**src/rtl/morph3x3_stream.sv**
```systemverilog
// 3x3 grey-scale morphology (erode = min, dilate = max) over a streamed
// column window. Each accepted beat carries one column of three vertically
// aligned pixels; the result for column k-1 is emitted after column k arrives,
// and an internal flush cycle emits the last column of every row.
//
// state | meaning
// ------+------------------------------------------------------------------
// RUN   | accepting beats; window shifts on every accepted beat
// FLUSH | one cycle after the last column: shift in an empty slot, no accept

module morph3x3_stream #(
   parameter int DATA_W    = 24,
   parameter int PIC_WIDTH = 250
) (
   input  logic              clk,
   input  logic              rst_n,
   input  logic              mode,
   input  logic              shape,
   input  logic              valid_in,
   output logic              in_ready,
   input  logic              row_first,
   input  logic              row_last,
   input  logic [DATA_W-1:0] din_top,
   input  logic [DATA_W-1:0] din_mid,
   input  logic [DATA_W-1:0] din_bot,
   output logic              valid_out,
   output logic [DATA_W-1:0] dout,
   output logic              eol_out
);

   localparam int CNT_W = 11;
   localparam logic [CNT_W-1:0] LAST_COL = CNT_W'(PIC_WIDTH - 1);

   typedef struct packed {
      logic [DATA_W-1:0] top;
      logic [DATA_W-1:0] mid;
      logic [DATA_W-1:0] bot;
      logic              row_first;
      logic              row_last;
      logic              col_valid;
   } slot_t;

   typedef enum logic {
      ST_RUN   = 1'b0,
      ST_FLUSH = 1'b1
   } state_t;

   state_t            state_q, state_d;
   slot_t             win_l_q, win_l_d;
   slot_t             win_c_q, win_c_d;
   slot_t             win_r_q, win_r_d;
   slot_t             in_slot;
   logic [CNT_W-1:0]  col_cnt_q, col_cnt_d;
   logic              pending_q, pending_d;
   logic              pending_eol_q, pending_eol_d;
   logic              cfg_mode_q, cfg_mode_d;
   logic              cfg_shape_q, cfg_shape_d;
   logic              valid_out_q, valid_out_d;
   logic [DATA_W-1:0] dout_q, dout_d;
   logic              eol_out_q, eol_out_d;
   logic              accept;
   logic [DATA_W-1:0] result;
   logic [DATA_W-1:0] cand [9];
   logic [8:0]        incl;
   logic              n_ok, s_ok, w_ok, e_ok;

   assign accept  = valid_in && in_ready;
   assign in_slot = {din_top, din_mid, din_bot, row_first, row_last, 1'b1};

   assign valid_out = valid_out_q;
   assign dout      = dout_q;
   assign eol_out   = eol_out_q;

   // Neighbourhood around the centre slot; index = 3*row + column (NW..SE)
   assign n_ok = !win_c_q.row_first;
   assign s_ok = !win_c_q.row_last;
   assign w_ok = win_l_q.col_valid;
   assign e_ok = win_r_q.col_valid;

   assign cand[0] = win_l_q.top;
   assign cand[1] = win_c_q.top;
   assign cand[2] = win_r_q.top;
   assign cand[3] = win_l_q.mid;
   assign cand[4] = win_c_q.mid;
   assign cand[5] = win_r_q.mid;
   assign cand[6] = win_l_q.bot;
   assign cand[7] = win_c_q.bot;
   assign cand[8] = win_r_q.bot;

   // Diagonals need both their row and column neighbour, and the square shape
   assign incl[0] = cfg_shape_q && n_ok && w_ok;
   assign incl[1] = n_ok;
   assign incl[2] = cfg_shape_q && n_ok && e_ok;
   assign incl[3] = w_ok;
   assign incl[4] = 1'b1;
   assign incl[5] = e_ok;
   assign incl[6] = cfg_shape_q && s_ok && w_ok;
   assign incl[7] = s_ok;
   assign incl[8] = cfg_shape_q && s_ok && e_ok;

   // Min/max fold; excluded pixels stay at the identity so they never win
   always_comb begin
      result = cfg_mode_q ? '0 : '1;
      for (int i = 0; i < 9; i++) begin
         if (incl[i]) begin
            if (cfg_mode_q) begin
               if (cand[i] > result) result = cand[i];
            end else begin
               if (cand[i] < result) result = cand[i];
            end
         end
      end
   end

   // FSM state register
   always_ff @(posedge clk or negedge rst_n) begin
      if (!rst_n) state_q <= ST_RUN;
      else        state_q <= state_d;
   end

   // FSM next state: the last column forces exactly one flush cycle
   always_comb begin
      state_d = state_q;
      case (state_q)
         ST_RUN:   if (accept && (col_cnt_q == LAST_COL)) state_d = ST_FLUSH;
         ST_FLUSH: state_d = ST_RUN;
         default:  state_d = ST_RUN;
      endcase
   end

   // FSM outputs
   always_comb begin
      in_ready = (state_q == ST_RUN);
   end

   // Window shift, column count, row config and result staging
   always_comb begin
      win_l_d       = win_l_q;
      win_c_d       = win_c_q;
      win_r_d       = win_r_q;
      col_cnt_d     = col_cnt_q;
      pending_d     = 1'b0;
      pending_eol_d = 1'b0;
      cfg_mode_d    = cfg_mode_q;
      cfg_shape_d   = cfg_shape_q;
      if (accept) begin
         win_l_d = win_c_q;
         // centre becomes column 0: its west neighbour belongs to no image column
         if (col_cnt_q == CNT_W'(1)) win_l_d.col_valid = 1'b0;
         win_c_d   = win_r_q;
         win_r_d   = in_slot;
         col_cnt_d = (col_cnt_q == LAST_COL) ? '0 : col_cnt_q + 1'b1;
         pending_d = (col_cnt_q != '0);
         if (col_cnt_q == '0) begin
            cfg_mode_d  = mode;
            cfg_shape_d = shape;
         end
      end else if (state_q == ST_FLUSH) begin
         win_l_d       = win_c_q;
         win_c_d       = win_r_q;
         win_r_d       = '0;
         pending_d     = 1'b1;
         pending_eol_d = 1'b1;
      end
   end

   // Output register: result comes from the window as it stood before the edge
   always_comb begin
      valid_out_d = pending_q;
      eol_out_d   = pending_q && pending_eol_q;
      dout_d      = pending_q ? result : dout_q;
   end

   // Datapath registers
   always_ff @(posedge clk or negedge rst_n) begin
      if (!rst_n) begin
         win_l_q       <= '0;
         win_c_q       <= '0;
         win_r_q       <= '0;
         col_cnt_q     <= '0;
         pending_q     <= 1'b0;
         pending_eol_q <= 1'b0;
         cfg_mode_q    <= 1'b0;
         cfg_shape_q   <= 1'b0;
         valid_out_q   <= 1'b0;
         dout_q        <= '0;
         eol_out_q     <= 1'b0;
      end else begin
         win_l_q       <= win_l_d;
         win_c_q       <= win_c_d;
         win_r_q       <= win_r_d;
         col_cnt_q     <= col_cnt_d;
         pending_q     <= pending_d;
         pending_eol_q <= pending_eol_d;
         cfg_mode_q    <= cfg_mode_d;
         cfg_shape_q   <= cfg_shape_d;
         valid_out_q   <= valid_out_d;
         dout_q        <= dout_d;
         eol_out_q     <= eol_out_d;
      end
   end

endmodule
```
**config.mk**
```make
export PLATFORM = sky130hd
export DESIGN_NAME = morph3x3_stream
export DESIGN_NICKNAME = d
export VERILOG_FILES = /design/src/rtl/morph3x3_stream.sv
export SDC_FILE = /design/constraint.sdc
export NUM_CORES = 1
export LEC_CHECK = 0
export CORE_MARGIN = 2
export CORE_UTILIZATION = 40
export DETAILED_ROUTE_END_ITERATION = 10
export SYNTH_ARGS = -nofsm -noshare
export SYNTH_HDL_FRONTEND = slang
export SYNTH_SLANG_ARGS = --single-unit
```
**constraint.sdc**
```tcl
create_clock -name clk -period 21.7 [get_ports clk]
set_input_delay 4.34 -clock clk [delete_from_list [all_inputs] [get_ports clk]]
set_output_delay 4.34 -clock clk [all_outputs]
set_load 0.02 [all_outputs]
```
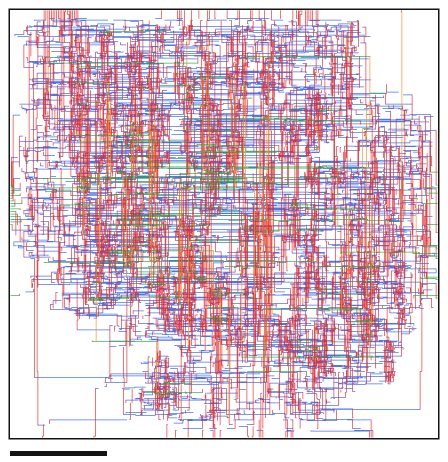
wires.png
The bar under the picture is 50 µm long.
legend:
  metal 2:
    colour: red
    wire_length: 28.7 mm
  metal 4:
    colour: orange
    wire_length: 2600 µm
  metal 1:
    colour: blue
    wire_length: 28.0 mm
  metal 3:
    colour: green
    wire_length: 3390 µm
total wire length: 62700 µm
vias: 16048
WL per Instance: 22.9 µm
gr usage total: 25.3%

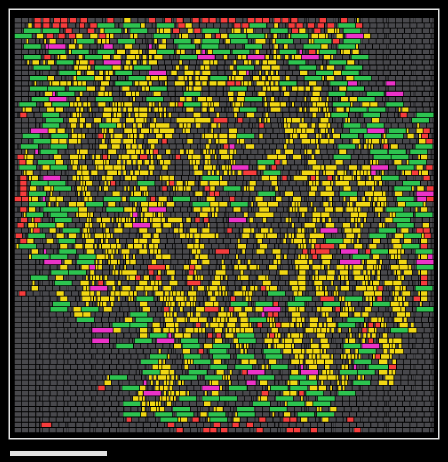
placement_by_type.png
The bar under the picture is 50 µm long. Fill, decap, tap and diode cells in grey.
legend:
  sequential cells:
    colour: green
    cells: 265
  remaining buffers and delay cells:
    colour: red
    cells: 182
  combinational and other logic:
    colour: yellow
    cells: 1621
  clock drivers and dummy loads:
    colour: magenta
    cells: 57
final instance area: 0.0223 mm²
post-layout util: 47.7%
Core ar.: 0.0467 mm²
Seq/total area: 29.8%

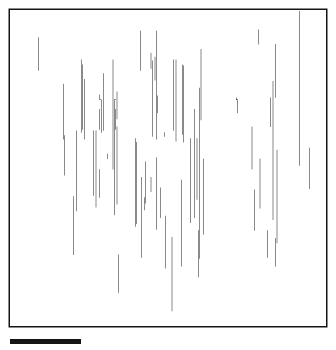
layer_met4.png
The bar under the picture is 50 µm long.
main direction: vertical
share of all routed wire: 4.2%
longest straight run: 120 µm
wire length on this layer: 2600 µm
nets with wire on the layer: 50

==> results.toml <==
# synthesis and place-and-route metrics
[run_status]
outcome = "complete, but fails checks"
failed_checks = "DRC"

[die]
io_pins = 106
die_h_um = 222
die_w_um = 222
fp_util_pct = 40.6
fp-row-count = 79
die_area_mm2 = 0.0491

[synthesis]
ys_seq_share_pct = 35.0
synth_stat.cells = 1996
synth-edff-count = 0
async_flop_share_pct = 100
top_area_share_pct = 35.0
syn_area_mm2 = 0.0189
ys_ff = 265
ys.flop_type = "dfrtp_1"
fp_nets = 2294
area_leaders = "dfrtp_1 (35%), ha_1 (14%), mux2_2 (8.7%), nor2_1 (4.2%), mux2i_1 (4.0%)"
synth_cell_types = 79
syn_avg_cell_area_um2 = 9.49
post-synth-top-count-cell = "dfrtp_1"
yosysTopAreaCell = "dfrtp_1"
ys_chip_area_mm2 = 0.0189
synth-warning-count = 0

[global_route]
grt_max_degree = 80
met1_usage_pct = 33.9
overflow = 0
use_met3_pct = 4.24
grt_pass1_vias = 15952
grt_busiest_layer = "met2"
gr-usage-met2_pct = 40.7
antenna_found_initial = 0
grt_pass1_wl_um = 96300

[route]
drt_pre_antenna_iters = 8
viasPerCell = 5.87
drc = 4
drt-initial-drc-count = 1241
antenna_left = 0

[run]
cap_violations = 0
warning_count = 28

[clock_tree]
cts_max_path_buffers = 3
cts_tree = "yes"
clkSlewWorstSetupHoldPaths_ns = 0.07
ctsHoldBuffers = 0
clk_latency_ns = 0.58
numCtsBuffers = 31
htreeDepth = 1
cts_sinks = 265
cts_root_buf = "clkbuf_16"

[final_layout]
drive_gt1_share_pct = 17.8
antenna_cells = 0
area_growth_pct = 17.6
nets = 2399

[place]
gp_congestion = 0.981
io_buffers = 105
dp.cells = 2660
post-dp-hpwl_um = 47800

[timing]
fmax_mhz = 48.3
worst_slew_pin_slew_ns = 1.26
period_needed_ns = 20.69
hold_violations = 0
slew_headroom_pct = 15.8
setup_viol = 0
slew_violations = 0
finalClockSkew_ns = 0.0109
min_period_over_period_pct = 95.3

[setup_path]
crit_path_end_kind = "register"
crit_top_cell = "ha_1"
r2r_cells = 89
r2r_slack_ns = 1.01
crit_cells = 89
worstPathArrival_ns = 21.15
worst_ep_required_time_ns = 22.17
critical_path_class = "reg2reg"
crit_fanout = 24
worst_path_max_delay_cell = "or4b_1"
cpPeakStageDelay_ns = 0.59
worst-path-buf-inv = 10

[worst_hold_path]
min_path_type = "reg2reg"
hold_depth = 0
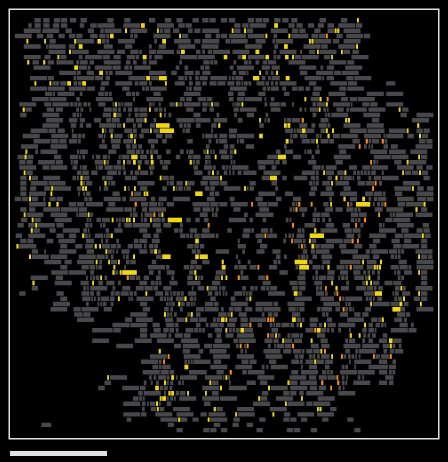
logic_types.png
The bar under the picture is 50 µm long.
legend:
  inv cells:
    colour: orange
    cells: 57
    most_used: inv_1
  nor cells:
    colour: yellow
    cells: 271
    most_used: nor2_1
    where: spread over the die
most used logic cell in the final layout: dfrtp_1
Comb area share: 53.4%
Post-Layout Cell Count: 2732

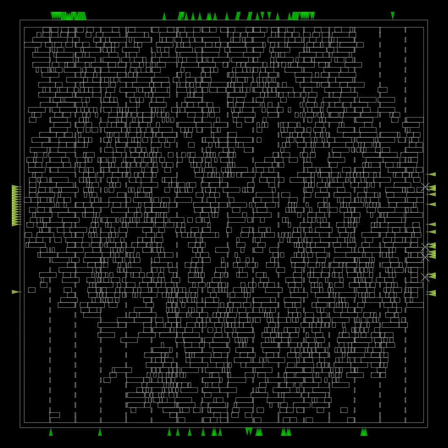
placement.png
sequential cells: 265
Fillers: 4413

-- final timing paths --
check / start / to
max: cfg_mode_q$_DFFE_PN0P_ / dout[20]$_DFFE_PN0P_
min: pending_q$_DFF_PN0_ / valid_out$_DFF_PN0_
min in group asynchronous: rst_n / cand[89]$_DFFE_PN0P_
min reg2reg: pending_q$_DFF_PN0_ / valid_out$_DFF_PN0_
max reg2reg: cfg_mode_q$_DFFE_PN0P_ / dout[20]$_DFFE_PN0P_
max in group asynchronous: rst_n / cfg_mode_q$_DFFE_PN0P_
-- area by class of cell --
type                    count  area [µm²]  area share, %
clock buffers              44         875           3.93
clock inverters            13         129          0.579
inverters                  57         214          0.960
multi-input cells        1564       11900           53.4
flip-flops and latches    265        6640           29.8
well taps                 607         759           3.41
repair buffers            182        1760           7.90
-- through the flow --
| stage | hold WS (ns) | worst slack, ns | TNS [ns] | instance area, µm² |
|---|---|---|---|---|
| floorplan | 0.389 | 1.43 | 0 | 18900 |
| global route | 0.400 | -0.0703 | -0.186 | 22300 |
| CTS | 0.399 | 0.0104 | 0 | 22000 |
| global placement | 0.382 | -0.958 | -19.50 | 20800 |
| finish | 0.394 | 1.01 | 0 | 22300 |
| detailed placement | 0.385 | -1.19 | -25.61 | 20800 |
-- per-layer routing --
metal,wire (µm),vias to the layer above
met1,28000,7822
met4,2600,0
met5,0,-
met3,3390,137
met2,28700,492
li1,-,7597
-- placed cells by master (no fill, tap or decap), drive strengths merged, types with 29 or more instances in the layout --
| cell | count |
|---|---|
| nand2 | 182 |
| nand4 | 58 |
| ha | 219 |
| clkbuf | 45 |
| mux2 | 146 |
| nor2 | 212 |
| a21oi | 149 |
| nor2b | 30 |
| a31oi | 29 |
| o21ai | 101 |
| clkdlybuf4s50 | 103 |
| mux2i | 77 |
| o22ai | 43 |
| buf | 78 |
| dfrtp | 265 |
| nand3 | 39 |
| inv | 58 |
-- worst register-to-register path, delay by kind of cell (launching register included) --
family | cells | cell delay (ns)
and+or+nand+nor | 32 | 7.62
adders and majority gates | 9 | 2.56
buffers and inverters | 10 | 1.91
DFF | 1 | 0.57
muxes | 3 | 0.97
AOI/OAI and AO/OA | 35 | 6.96
-- state kept, by name (all words and copies together) (netlist names) --
register / flops
cand: 216
dout: 24
col_cnt_q: 11
win_c_q: 3
win_r_q: 2
cfg_mode_q: 1
cfg_shape_q: 1
e_ok: 1
eol_out: 1
pending_eol_q: 1
pending_q: 1
state_q: 1
valid_out: 1
w_ok: 1
-- timing repair --
action                                  in CTS  in global routing
endpoints found under the setup margin      24                 24
resized                                     18                 38
buffers inserted                             6                  8
gates cloned                                 0                  1
pin swaps                                    1                  8
-- cells by family (layout without fill, tap and decap cells) --
group,count (synthesis),after routing,synth area share (%)
compound gates,521,521,18.9
xor+xnor,6,6,0.277
fa+ha+maj,219,219,14.5
buf+inv,167,296,3.75
flops,265,265,35.0
mux,223,223,12.8
simple gates,595,595,14.7
